==> config.mk <==
export PLATFORM = sky130hd
export DESIGN_NAME = flash_arbiter_flat
export DESIGN_NICKNAME = d
export VERILOG_FILES = /design/src/rtl/flash_arbiter_if.sv /design/src/rtl/flash_arbiter.sv /design/src/flat_wrapper.sv
export SDC_FILE = /design/constraint.sdc
export NUM_CORES = 1
export LEC_CHECK = 0
export CORE_AREA = 2 2 94 114
export CTS_BUF_LIST = sky130_fd_sc_hd__clkbuf_4 sky130_fd_sc_hd__clkbuf_8 sky130_fd_sc_hd__clkbuf_16
export DETAILED_ROUTE_END_ITERATION = 8
export DIE_AREA = 0 0 96 116
export HOLD_SLACK_MARGIN = 0.12
export PLACE_DENSITY = 0.73
export SLEW_MARGIN = 20
export SYNTH_ARGS = -nofsm -noshare
export SYNTH_HDL_FRONTEND = slang
export SYNTH_SLANG_ARGS = --single-unit
==> constraint.sdc <==
create_clock -name clk -period 3.6 [get_ports clk]
set_input_delay 0.72 -clock clk [delete_from_list [all_inputs] [get_ports clk]]
set_output_delay 0.72 -clock clk [all_outputs]
set_load 0.01 [all_outputs]
==> src/rtl/flash_arbiter_if.sv <==
// flash_arbiter_if: arbiter (master) <-> SPI flash reader (slave) bundle.
// master drives addr/byte_count/start; slave returns rdy/data/data_valid.
interface flash_arbiter_if;
  logic [23:0] addr;
  logic [13:0] byte_count;
  logic        start;
  logic        rdy;
  logic [7:0]  data;
  logic        data_valid;

  modport master (
    output addr,
    output byte_count,
    output start,
    input  rdy,
    input  data,
    input  data_valid
  );

  modport slave (
    input  addr,
    input  byte_count,
    input  start,
    output rdy,
    output data,
    output data_valid
  );
endinterface

==> src/rtl/flash_arbiter.sv <==
// flash_arbiter: two-client round-robin sequencer for the SPI flash reader.
// Ports: clk, reset (async, low), client A/B req/addr/len -> ack/rd_valid/done, shared rd_data, busy, flash bundle.
module flash_arbiter (
  input  logic        clk,
  input  logic        reset,
  input  logic        req_a,
  input  logic        req_b,
  input  logic [23:0] addr_a,
  input  logic [23:0] addr_b,
  input  logic [13:0] len_a,
  input  logic [13:0] len_b,
  output logic        ack_a,
  output logic        ack_b,
  output logic [7:0]  rd_data,
  output logic        rd_valid_a,
  output logic        rd_valid_b,
  output logic        done_a,
  output logic        done_b,
  output logic        busy,
  flash_arbiter_if.master flash
);

  typedef enum logic [1:0] {
    IDLE,
    ISSUE,
    BUSY
  } state_t;

  typedef enum logic {
    CL_A,
    CL_B
  } client_t;

  state_t      state, state_n;
  client_t     owner, owner_n;
  client_t     last, last_n;
  logic [13:0] rem, rem_n;
  logic [23:0] addr_n;
  logic [13:0] cnt_n;
  logic [7:0]  data_n;
  logic        ack_a_n, ack_b_n;
  logic        val_a_n, val_b_n;
  logic        done_a_n, done_b_n;
  logic        start_n;
  logic        grant;
  logic        pick_b;
  logic [13:0] len_sel;

  // B wins when alone, or on a tie when A was served last.
  always_comb begin
    grant   = flash.rdy & (req_a | req_b);
    pick_b  = 1'b0;
    unique case (1'b1)
      req_a & req_b:  pick_b = (last == CL_A);
      req_b & ~req_a: pick_b = 1'b1;
      default:        pick_b = 1'b0;
    endcase
    len_sel = pick_b ? len_b : len_a;
  end

  always_comb begin
    state_n  = state;
    owner_n  = owner;
    last_n   = last;
    rem_n    = rem;
    addr_n   = flash.addr;
    cnt_n    = flash.byte_count;
    data_n   = rd_data;
    ack_a_n  = 1'b0;
    ack_b_n  = 1'b0;
    val_a_n  = 1'b0;
    val_b_n  = 1'b0;
    done_a_n = 1'b0;
    done_b_n = 1'b0;
    start_n  = 1'b0;
    unique case (state)
      IDLE: begin
        if (grant) begin
          owner_n = pick_b ? CL_B : CL_A;
          last_n  = owner_n;
          ack_a_n = ~pick_b;
          ack_b_n = pick_b;
          addr_n  = pick_b ? addr_b : addr_a;
          cnt_n   = len_sel;
          rem_n   = len_sel;
          // Empty request completes on the spot.
          if (len_sel == '0) begin
            done_a_n = ~pick_b;
            done_b_n = pick_b;
          end else begin
            state_n = ISSUE;
          end
        end
      end
      ISSUE: begin
        // Registered, so start lands one cycle after ack.
        start_n = 1'b1;
        state_n = BUSY;
      end
      BUSY: begin
        if (flash.data_valid) begin
          data_n  = flash.data;
          val_a_n = (owner == CL_A);
          val_b_n = (owner == CL_B);
          rem_n   = rem - 14'd1;
          if (rem == 14'd1) begin
            done_a_n = (owner == CL_A);
            done_b_n = (owner == CL_B);
            state_n  = IDLE;
          end
        end
      end
      default: state_n = IDLE;
    endcase
  end

  always_ff @(posedge clk or negedge reset) begin
    if (!reset) begin
      state            <= IDLE;
      owner            <= CL_A;
      last             <= CL_B;
      rem              <= '0;
      flash.addr       <= '0;
      flash.byte_count <= '0;
      flash.start      <= 1'b0;
      rd_data          <= '0;
      ack_a            <= 1'b0;
      ack_b            <= 1'b0;
      rd_valid_a       <= 1'b0;
      rd_valid_b       <= 1'b0;
      done_a           <= 1'b0;
      done_b           <= 1'b0;
      busy             <= 1'b0;
    end else begin
      state            <= state_n;
      owner            <= owner_n;
      last             <= last_n;
      rem              <= rem_n;
      flash.addr       <= addr_n;
      flash.byte_count <= cnt_n;
      flash.start      <= start_n;
      rd_data          <= data_n;
      ack_a            <= ack_a_n;
      ack_b            <= ack_b_n;
      rd_valid_a       <= val_a_n;
      rd_valid_b       <= val_b_n;
      done_a           <= done_a_n;
      done_b           <= done_b_n;
      busy             <= (state_n != IDLE);
    end
  end

endmodule
==> src/flat_wrapper.sv <==
// flat-port wrapper written by rule: the top's interface ports become plain ports
module flash_arbiter_flat 
  (clk, reset, req_a, req_b, addr_a, addr_b, len_a, len_b, ack_a, ack_b, rd_data, rd_valid_a, rd_valid_b, done_a, done_b, busy, flash_addr, flash_byte_count, flash_start, flash_rdy, flash_data, flash_data_valid);
  flash_arbiter_if flash_i ();
  input  logic clk;
  input  logic reset;
  input  logic req_a;
  input  logic req_b;
  input  logic [23:0] addr_a;
  input  logic [23:0] addr_b;
  input  logic [13:0] len_a;
  input  logic [13:0] len_b;
  output logic ack_a;
  output logic ack_b;
  output logic [7:0] rd_data;
  output logic rd_valid_a;
  output logic rd_valid_b;
  output logic done_a;
  output logic done_b;
  output logic busy;
  output wire logic [$bits(flash_i.addr)-1:0] flash_addr;
  output wire logic [$bits(flash_i.byte_count)-1:0] flash_byte_count;
  output wire logic [$bits(flash_i.start)-1:0] flash_start;
  input wire logic [$bits(flash_i.rdy)-1:0] flash_rdy;
  input wire logic [$bits(flash_i.data)-1:0] flash_data;
  input wire logic [$bits(flash_i.data_valid)-1:0] flash_data_valid;
  assign flash_addr = flash_i.addr;
  assign flash_byte_count = flash_i.byte_count;
  assign flash_start = flash_i.start;
  assign flash_i.rdy = flash_rdy;
  assign flash_i.data = flash_data;
  assign flash_i.data_valid = flash_data_valid;
  flash_arbiter u_core (.clk(clk), .reset(reset), .req_a(req_a), .req_b(req_b), .addr_a(addr_a), .addr_b(addr_b), .len_a(len_a), .len_b(len_b), .ack_a(ack_a), .ack_b(ack_b), .rd_data(rd_data), .rd_valid_a(rd_valid_a), .rd_valid_b(rd_valid_b), .done_a(done_a), .done_b(done_b), .busy(busy), .flash(flash_i));
endmodule
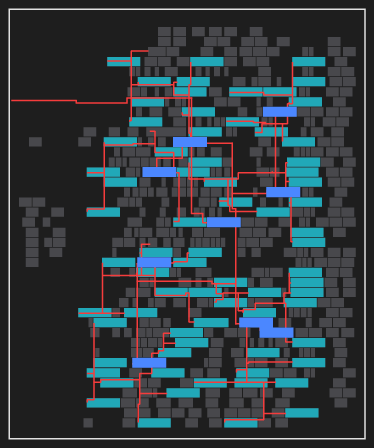
Figure 1: run 1, clock distribution.
[red] clock wires | length: 887 microns
[cyan] flip-flops | count: 72
[blue] clock drivers | count: 9
routed clock nets: 10
clk_lat worst skew: 330 ps
Worst Skew: 3.78 ps

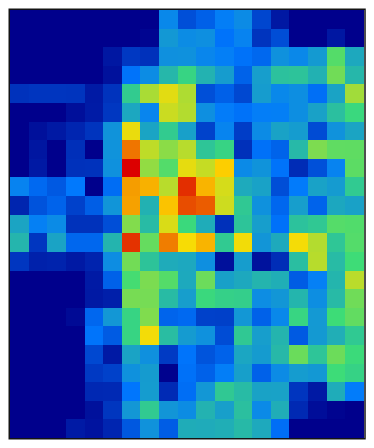
Figure 2: run 1, routed metal per tile.
19 x 23 tiles, from dark blue (low) to red (high), scaled to the fullest tile. Values are wire area over tile area, all layers added.
nearly empty tiles: 19%
densest ninth of the die: center
fullest tile: 0.54
mean over tiles: 0.15
via count: 3,116
WL/cell: 16.6 microns
GRT Resource Usage Total: 0.181
final WL: 9940 microns

==> GITHUB_STEP_SUMMARY, run 1 <==
### Metrics collected by this job

| Metric | Value |
|---|---|
| Async SR Flop Fraction | 1.00 |
| Hpwl dp | ~7500 microns |
| Diode count | 0 |
| Final Critical Period | around 2400 ps |
| Non-clk bufs | roughly 150 |
| DP Area | 4980 sq um |
| CP bufs+invs | 2 |
| Fp_density | 0.346 |
| R2R Path End | u_core.done_a$_DFF_PN0_ |
| DR pass1 iterations | 4 |
| Maximum vdd drop | 0.000258 V |
| Remaining antenna violation count | 0 |
| P&R area growth vs syn | 53.5% |
| Logic family by area | AND-OR/OR-AND gates |
| Combinational power share | 0.428 |
| Hold EP | u_core.flash.byte_count[6]$_DFFE_PN0P_ |
| Registers | 72 |
| # DRC | 0 |
| CP max FO | 19 |
| Hold Buf Count CTS | 0 |
| AND-OR/OR-AND Cells, Area Fraction | 0.163 |
| Clock share of power | 0.221 |
| Biggest area cells | dfrtp_1 52%, mux2i_1 11%, o21ai_0 7.3%, nand2_1 5.3%, a22o_1 2.8% |
| Ports | around 140 |
| Seq group | 1.43 mW |
| Number of non-clock inverters in the layout | 4 |
| Number of OpenROAD warnings | 27 |
| Max-slew violations | 0 |
| Vias in the first global route | ~3,100 |
| Largest class | registers |
| Comb_multi_in | ~240 |
| Critical Path Stages | 5 |
| Top_reg_cell synth | dfrtp_1 |
| Worst min-delay path startpoint | u_core.flash.byte_count[6]$_DFFE_PN0P_ |
| Setup_tns | 0 ps |
| Top pwr grp | combinational cells |
| Top cells by count | 71 x dfrtp_1, 50 x o21ai_0, 49 x nand2_1 |
| Detailed Route Iter0 Violations | 198 |
| Worst-path clk slew | around 50 ps |
| Crit path DAT | ~2600 ps |
| Reg2reg setup slack | ~1400 ps |
| Power Total | a little over 4 mW |
| Clock Path Buffers | 2 |
| Syn_nets | between 400 and 500 |
| Setup WS pre-CTS | ~650 ps |
| Register fraction of the total cell area | 0.341 |
| Die W | ~96 microns |
| Final setup fails | 0 |
| Row cnt | 40 |
| Status | finished, final reports clean |
| Adder Area Share | 0.00726 |
| Relative slew slack | 0.394 |
| H-Tree Level Count | 3 |
| CP delay by family, top | buffers and inverters |
| Yosys Chip Area | about 3400 sq um |
| Syn Area/Cell | 10.3 sq um |
| Final hold violation count | 0 |
| Max-Cap Viols | 0 |
| And+or+nand+nor area frac | 0.141 |
| Logic area | approximately 1500 sq um |
| Gpl congestion | roughly 0.82 |
| Hold WS | around 480 ps |
| Post-Synthesis Cells | between 300 and 400 |
| Reg power frac | 0.351 |
| Placed cells | around 580 |
| Total die area | around 11,000 sq um |
| CP cell instances | clkdlybuf4s50_1 -> a21bo_2 -> buf_4 -> mux2i_1 -> o21ai_0 |
| Cts bufs inserted | 9 |
| Min setup slack post-route | 1210 ps |
| Largest net degree at the start of global routing | ~80 |
| R2R depth | 4 |
| Crit path largest cell delay | between 500 and 600 ps |
| Post-Syn Area | between 3000 and 4000 sq um |
| Initial antenna violation count | 0 |
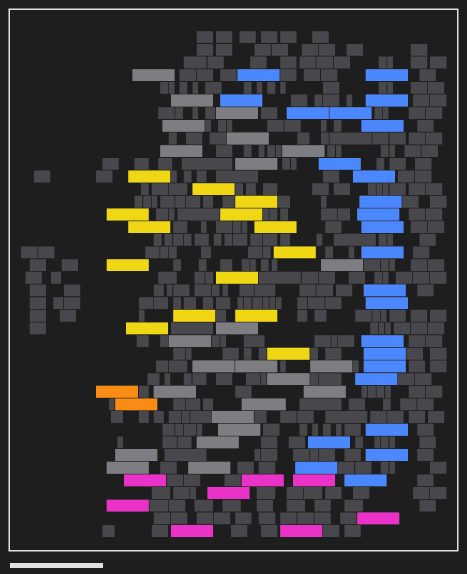
Figure 3: run 1, where the registers sit.
Bar = 20 microns. Other sequential cells in the stronger gray, the rest of the logic in the fainter gray.
[blue] `u_core.flash.addr` | placed flops: 24
[orange] `u_core.state` | placed flops: 2
[yellow] `u_core.rem` | placed flops: 14 | where: center
[magenta] `u_core.rd_data` | placed flops: 8
not colored: 24

[run 1: routing by layer]
layer / vias to the layer above / global-route usage / share of wire
met5: - / 0 / 0
met1: 1492 / 0.205 / 0.38
met2: 127 / 0.313 / 0.50
met4: 0 / 0.0686 / 0.021
met3: 18 / 0.0585 / 0.099
li1: 1479 / - / -
[run 1: cell usage in the layout (no fill, tap or decap), drive strengths merged, types with 6 or more instances in the layout]
master,instances
nor4,8
clkdlybuf4s50,142
nor3,6
clkbuf,13
a21oi,6
o21ai,50
mux2,8
mux2i,38
dfrtp,71
a22o,11
nor2,9
nand2,49
[run 1: sequential cells by signal, indices dropped and copies added (netlist names), 2 cells and up]
name and cells:
u_core.flash.addr 24, u_core.rem 14, u_core.rd_data 8, u_core.state 2, u_core.flash.byte_count 14
Figure 4. Placed standard cells (run 1).
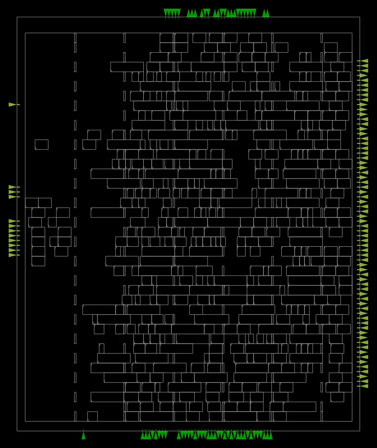

==> run 1 -> run 2 <==
--- a/config.mk
+++ b/config.mk
@@ -10,7 +10,7 @@
 export DETAILED_ROUTE_END_ITERATION = 8
 export DIE_AREA = 0 0 96 116
 export HOLD_SLACK_MARGIN = 0.12
-export PLACE_DENSITY = 0.73
+export PLACE_DENSITY = 0.75
 export SLEW_MARGIN = 20
 export SYNTH_ARGS = -nofsm -noshare
 export SYNTH_HDL_FRONTEND = slang
==> constraint.sdc (replaced) <==
create_clock -name clk -period 2 [get_ports clk]
set_input_delay 0.4 -clock clk [delete_from_list [all_inputs] [get_ports clk]]
set_output_delay 0.4 -clock clk [all_outputs]
set_load 0.01 [all_outputs]
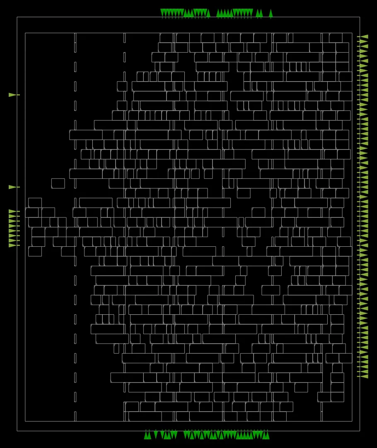
Figure 5: run 2, placed standard cells.
fillers: 865
core area: 9960 sq um

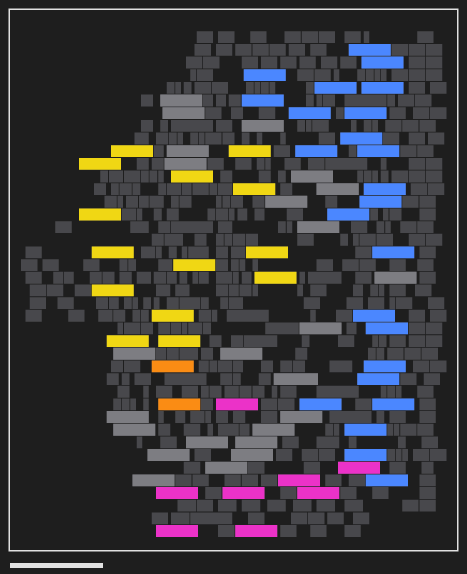
Figure 6: run 2, where the registers sit.
Bar = 20 microns. Other sequential cells in the stronger gray, the rest of the logic in the fainter gray.
[magenta] `u_core.rd_data` | placed flops: 8 | where: bottom center
[blue] `u_core.flash.addr` | placed flops: 24
[yellow] `u_core.rem` | placed flops: 14
[orange] `u_core.state` | placed flops: 2
not colored: 24

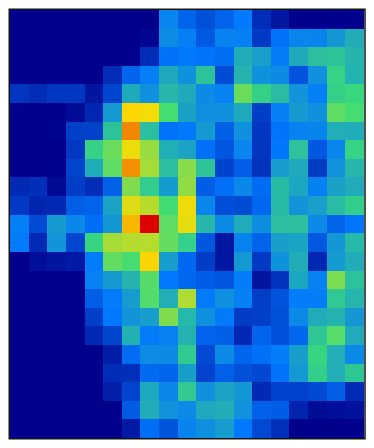
Figure 7: run 2, routed metal per tile.
19 x 23 tiles, from dark blue (low) to red (high), scaled to the fullest tile. Values are wire area over tile area, all layers added.
mean over tiles: 0.15
densest ninth of the die: center
fullest tile: 0.65
emptiest ninth of the die: lower left
nearly empty tiles: 21%

==> run 2 against run 1 <==
  * The run now ends with setup timing left
  * Sequential power grew 75%
  * Worst hold slack lost 1.3 ps
  * Highest routed layer unchanged
  * Worst setup slack got worse by 1300 ps
  * Power up 88%
  * Count of clock-buffer cells in the layout decreased by 1
  * Synthesized cell count is the same
  * Core utilization grew 3.6 points
  * Largest cell class is now non-clock buffers
  * Clock skew rose by 1.5 ps
  * Design area is 6.7% higher
==> GITHUB_STEP_SUMMARY, run 2 <==
### Metrics collected by this job

| Metric | Value |
|---|---|
| Via count | 3,290 (+5.6%) |
| Fp_density | 0.346 (unchanged) |
| Wl on met1 | 3990 microns (+4.6%) |
| P_int | around 5 mW |
| Remaining antenna violation count | 0 (unchanged) |
| Largest register FFs | 24 (unchanged) |
| R2R depth | 4 (unchanged) |
| Met2 wire length | 5460 microns (+11%) |
| Met2 GRT Util | 0.337 (+0.0236) |
| Power Total | 7.65 mW (+88%) |
| Hpwl dp | 8290 microns (+10%) |
| Commonest Layout Cell | clkdlybuf4s50_1 |
| CP max FO | 2 (-17) |
| Yosys reg bits | 72 |
| WL/cell | 16.3 microns (-1.5%) |
| Number of OpenROAD warnings | 30 (+11%) |
| Final WL | 10,500 microns (+5.8%) |
| Total die area | 11,100 sq um (unchanged) |
| P&R area growth vs syn | 63.8% |
| Max-slew violations | 0 (unchanged) |
| Clock Path Buffers | 2 (unchanged) |
| Min setup slack post-route | -54.2 ps (-1260 ps) |
| Top pwr grp | combinational cells |
| Wire length on met3 | 816 microns (-17%) |
| Final setup fails | 2 (+2) |
| Worst Skew | 5.24 ps (+1.46 ps) |
| Clock share of power | 0.188 (-0.033) |
| Reg2reg setup slack | -50 ps (-1460 ps) |
| Max layer used | met4 |
| CP cell instances | or4_4 -> or4_4 -> or3b_4 -> o31ai_2 |
| Placed cells | 629 (+7.7%) |
| Status | finished with violations |
| Met3 usage | 0.0488 (-0.00975) |
| Post-Syn Area | 3440 sq um (unchanged) |
| Maximum vdd drop | 0.000488 V (+89%) |
| Number of non-clock inverters in the layout | 4 (unchanged) |
| Comb_multi_in | 235 (unchanged) |
| # DRC | 0 (unchanged) |
| H-Tree Level Count | 3 (unchanged) |
| Critical Path Stages | 4 (-1) |
| Final hold violation count | 0 (unchanged) |
| Top_reg_cell synth | dfrtp_1 |
| DR pass1 iterations | 4 (unchanged) |
| GRT Resource Usage Total | 0.191 (+0.0101) |
| CP bufs+invs | 0 (-2) |
| Async SR Flop Fraction | 1.00 (unchanged) |
| Hold Buf Count CTS | 1 (+1) |
| Failing checks | setup timing |
| Top cells by count | 71 x dfrtp_1, 50 x o21ai_0, 49 x nand2_1 |
| Final Critical Period | 2050 ps |
| Seq group | 2.50 mW (+75%) |
| Logic area | 1540 sq um (-0.16%) |
| R2R Path End | u_core.done_a$_DFF_PN0_ |
| Largest net degree at the start of global routing | 53 (-34%) |
| Clk_lat worst skew | 330 ps (about the same) |
| Cts bufs inserted | 9 (unchanged) |
| Top reg by flops | u_core.flash.addr |
| Worst-path clk slew | 50 ps (about the same) |
| Reg power frac | 0.327 (-0.024) |
| Post-Synthesis Cells | 333 (unchanged) |
| Crit path largest cell delay | 540 ps (+30 ps) |
| Vias in the first global route | 3,342 (+7.3%) |
| Register fraction of the total cell area | 0.320 (-0.0215) |
| Syn Area/Cell | 10.3 sq um (unchanged) |
| Initial antenna violation count | 0 (unchanged) |
| Ports | 144 (unchanged) |
| CP delay by family, top | simple AND/OR/NAND/NOR gates |
| Biggest area cells | dfrtp_1 52%, mux2i_1 11%, o21ai_0 7.3%, nand2_1 5.3%, a22o_1 2.8% |
| Syn_nets | 425 (unchanged) |
| Final Util | 0.566 |
| Detailed Route Iter0 Violations | 164 (-17%) |
run 2: logic make-up (layout without fill, tap and decap cells):
group           after synthesis  after routing  synth area share
flops                        72             72             0.523
compound gates               89             89             0.163
fa+ha+maj                     2              2           0.00726
mux                          46             46             0.137
simple gates                 98             98             0.141
buf+inv                      26            212            0.0291
run 2: through the flow:
stage / setup slack (ps) / cell area (sq um) / hold slack [ps] / setup TNS (ps)
2_1_floorplan: -47.2 / 3440 / 104 / -47.2
3_3_place_gp: -194 / 5350 / 363 / -8340
3_5_place_dp: -219 / 5350 / 369 / -9610
4_1_cts: -53.0 / 5630 / 482 / -53.0
5_1_grt: -95.1 / 5640 / 501 / -229
6_report: -54.2 / 5640 / 475 / -60.3
Figure 8. Cells by drive strength (run 2).
Bar = 20 microns.
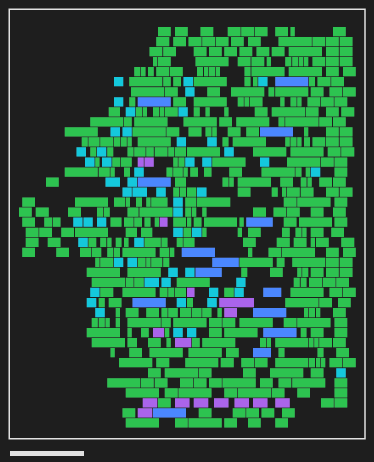

==> run 2 -> run 3 <==
--- a/config.mk
+++ b/config.mk
@@ -5,10 +5,10 @@
 export SDC_FILE = /design/constraint.sdc
 export NUM_CORES = 1
 export LEC_CHECK = 0
-export CORE_AREA = 2 2 94 114
+export CORE_AREA = 3 3 133 83
 export CTS_BUF_LIST = sky130_fd_sc_hd__clkbuf_4 sky130_fd_sc_hd__clkbuf_8 sky130_fd_sc_hd__clkbuf_16
 export DETAILED_ROUTE_END_ITERATION = 8
-export DIE_AREA = 0 0 96 116
+export DIE_AREA = 0 0 136 86
 export HOLD_SLACK_MARGIN = 0.12
 export PLACE_DENSITY = 0.75
 export SLEW_MARGIN = 20
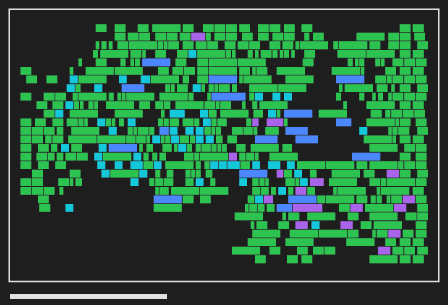
Figure 9: run 3, cells by drive strength.
Bar = 50 microns.
[green] _0 and _1 cells | cells: 433
[cyan] _3 and _4 cells | cells: 53
[blue] _6 and larger | cells: 17
[purple] _2 cells | cells: 17
post-route cell area: 5710 sq um
P&R area growth vs syn: 65.9%
min setup slack post-route: -29.0 ps
Non-clk bufs: 193

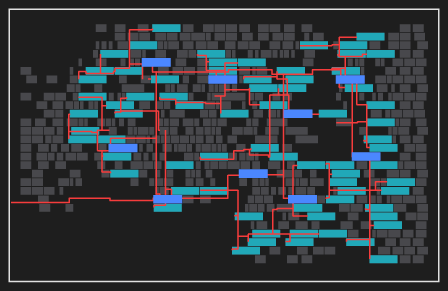
Figure 10: run 3, clock distribution.
[cyan] flip-flops | count: 72
[blue] clock drivers | count: 9
[red] clock wires | length: 946 microns
flops lie: all over the die

==> run 3 against run 2 <==
  * The flow still finishes with violations (setup timing)
  * Count of clock-buffer cells in the layout down 1
  * Cell count is 1.6% higher
  * Global-route usage down 0.66 points
  * Largest cell class unchanged
==> GITHUB_STEP_SUMMARY, run 3 <==
### Metrics collected by this job

| Metric | Value |
|---|---|
| Final hold violation count | 0 (unchanged) |
| Layout cells sized above 1 | 0.167 |
| Top cells by count | 71 x dfrtp_1, 50 x o21ai_0, 49 x nand2_1 |
| Lkg Pwr | about 2.5 nW |
| Max Freq | roughly 500 MHz |
| RR Startpoint | u_core.rem[8]$_DFFE_PN0P_ |
| Clock share of power | 0.212 (+0.024) |
| Setup_tns | -30.2 ps (+30.0 ps) |
| Diode count | 0 |
| Synth warn | 0 |
| Max-slew violations | 0 (unchanged) |
| Reg2reg setup slack | -30 ps (+30 ps) |
| Logic family by area | AND-OR/OR-AND gates |
| Clk_lat worst skew | 340 ps (about the same) |
| P_int | 5.18 mW (+2.3%) |
| AND-OR/OR-AND Cells, Area Fraction | 0.163 (unchanged) |
| Number of OpenROAD warnings | 30 (unchanged) |
| Wire length on met3 | 1370 microns (+67%) |
| Min setup slack post-route | -29.0 ps (+25.2 ps) |
| Met1 Use GR | 0.249 |
| DR pass1 iterations | 4 (unchanged) |
| Relative slew slack | 0.610 |
| Combinational power share | 0.468 |
| Die W | between 100 and 150 microns |
| Reg power frac | 0.320 (-0.007) |
| CP startpoint | u_core.rem[8]$_DFFE_PN0P_ |
| Met2 GRT Util | 0.282 (-0.0541) |
| Placed cells | 637 (+1.3%) |
| Syn_nets | 425 (unchanged) |
| Crit end category | register |
| Biggest area cells | dfrtp_1 52%, mux2i_1 11%, o21ai_0 7.3%, nand2_1 5.3%, a22o_1 2.8% |
| Worst Max-Slew Pin Slew | slightly below 600 ps |
| PwrDens | between 1000 and 1500 nW/um^2 |
| Top Usage Layer GRT | met2 |
| FF+latch area | ~1800 sq um |
| Crit path kind | reg -> reg |
| Met2 wire length | 4560 microns (-17%) |
| Top reg by flops | u_core.flash.addr |
| R2R depth | 4 (unchanged) |
| Async SR Flop Fraction | 1.00 (unchanged) |
| Detailed Route Iter0 Violations | 264 (+61%) |
| CP max-delay cell | or4_4 |
| Failing checks | setup timing |
| Number of port buffers | between 100 and 150 |
| Remaining Overflow, GRT | 0 |
| Wl on met1 | 4560 microns (+14%) |
| Remaining antenna violation count | 0 (unchanged) |
| GRT Resource Usage Total | 0.184 (-0.00663) |
| XOR/XNOR Area Share | 0 (unchanged) |
| Status | finished with violations |
| Total die area | 11,700 sq um (+5.0%) |
| Crit path largest cell delay | 550 ps (about the same) |
| Post-Syn Area | 3440 sq um (unchanged) |
| Final setup fails | 2 (unchanged) |
| Mux share | 0.137 (unchanged) |
| CP bufs+invs | 0 (unchanged) |
| Crit path DAT | approximately 2300 ps |
| Fp_density | 0.349 (+0.00280) |
| CP max FO | 2 (unchanged) |
| Post-CTS setup buffer count | 0 |
| Maximum vdd drop | 0.000523 V (+7.1%) |
| CP delay by family, top | simple AND/OR/NAND/NOR gates |
| Top_reg_cell synth | dfrtp_1 |
| Cts bufs inserted | 9 (unchanged) |
| Final WL | 10,600 microns (+0.61%) |
| Seq share, synth | 0.523 |
| Initial antenna violation count | 0 (unchanged) |
| Critical Path Stages | 4 (unchanged) |
| Max layer used | met4 |
| WL/cell | 16.2 microns (-0.93%) |
| And+or+nand+nor area frac | 0.141 (unchanged) |
| Power Total | 7.85 mW (+2.6%) |
| Area leader share | 0.516 |
| Worst Hold Depth | 2 |
| Ports | 144 (unchanged) |
| Setup WS pre-CTS | -272 ps (-53.0 ps) |
| Tcrit/Tclk final | 1.01 |
| Final Critical Period | 2030 ps (-25.2 ps) |
| Yosys reg bits | 72 (unchanged) |
| H-Tree Level Count | 3 (unchanged) |
| Top-count cell post-synth | dfrtp_1 |
| Met3 usage | 0.0703 (+0.0216) |
| CP cell instances | or4_4 -> or4_4 -> or3b_4 -> o31ai_2 |
| Core area | 9880 sq um (-0.80%) |
| Adder Area Share | 0.00726 (unchanged) |
| Largest register FFs | 24 (unchanged) |
| Row cnt | 28 |
| Critical Path RT | approximately 2300 ps |
| DP Area | 5370 sq um (+0.30%) |
| CP endpoint | u_core.done_a$_DFF_PN0_ |
| # DRC | 0 (unchanged) |
| Commonest Layout Cell | clkdlybuf4s50_1 |
| CTS sink count | between 70 and 80 |
| Vias in the first global route | 3,412 (+2.1%) |
| Number of library cell types mapped by synthesis | 46 |
| Max-Cap Viols | 0 |
| R2R Path End | u_core.done_a$_DFF_PN0_ |
| Dominant logic cell types in the final layout | 142 x clkdlybuf4s50_1, 71 x dfrtp_1, 49 x nand2_1, 49 x o21ai_0, 46 x buf_4 |
| Gpl congestion | 0.897 |
| Syn Area/Cell | 10.3 sq um (unchanged) |
| Post-DR vias/cell | about 5.1 |
| Hpwl dp | 8290 microns (about the same) |
| Clock Path Buffers | 2 (unchanged) |
| Via count | 3,327 (+1.1%) |
| Sw Ratio | 0.341 |
| Hold WS | 478 ps (+2.44 ps) |
| CTS tree | done |
| Logic area | 1550 sq um (+0.81%) |
| Hold Buf Count CTS | 1 (unchanged) |
| Worst-path clk slew | 60 ps (about the same) |
| Post-Synthesis Cells | 333 (unchanged) |
| Largest net degree at the start of global routing | 49 (-7.5%) |
| Worst Skew | 5.35 ps (+0.108 ps) |
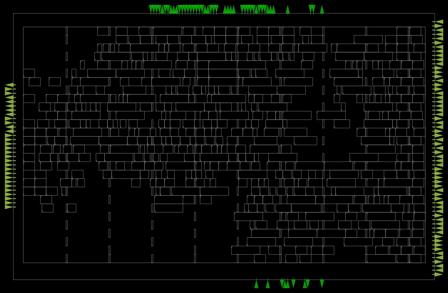
Figure 11: run 3, placed standard cells.
fillers: 826
Final Util: 0.578
Non-Filler Instances: 655

[run 3: cell counts after synthesis]
Identical to the previous run, type by type.
[run 3: power groups by stage]
stage	clock, mW	sequential, mW	combinational (mW)
2_1_floorplan	0	2.74	1.40
3_3_place_gp	0	2.51	3.54
3_5_place_dp	0	2.52	3.65
4_1_cts	1.70	2.51	3.66
5_1_grt	1.76	2.60	4.02
6_report	1.66	2.51	3.68
[run 3: layout make-up]
class	count	area share
inverter	4	0.00263
timing repair buffer	193	0.325
clock inverter	5	0.0110
clock buffer	11	0.0442
tap	135	0.0296
sequential	72	0.316
multi-input combinational	235	0.272
[run 3: worst reg2reg max path, delay by kind of cell (launching register included)]
family	cells	cell delay [ps]
AND/OR/NAND/NOR	3	1390
AND-OR/OR-AND	1	170
flip-flops	1	380
Power is estimated from default activity; no workload was simulated.
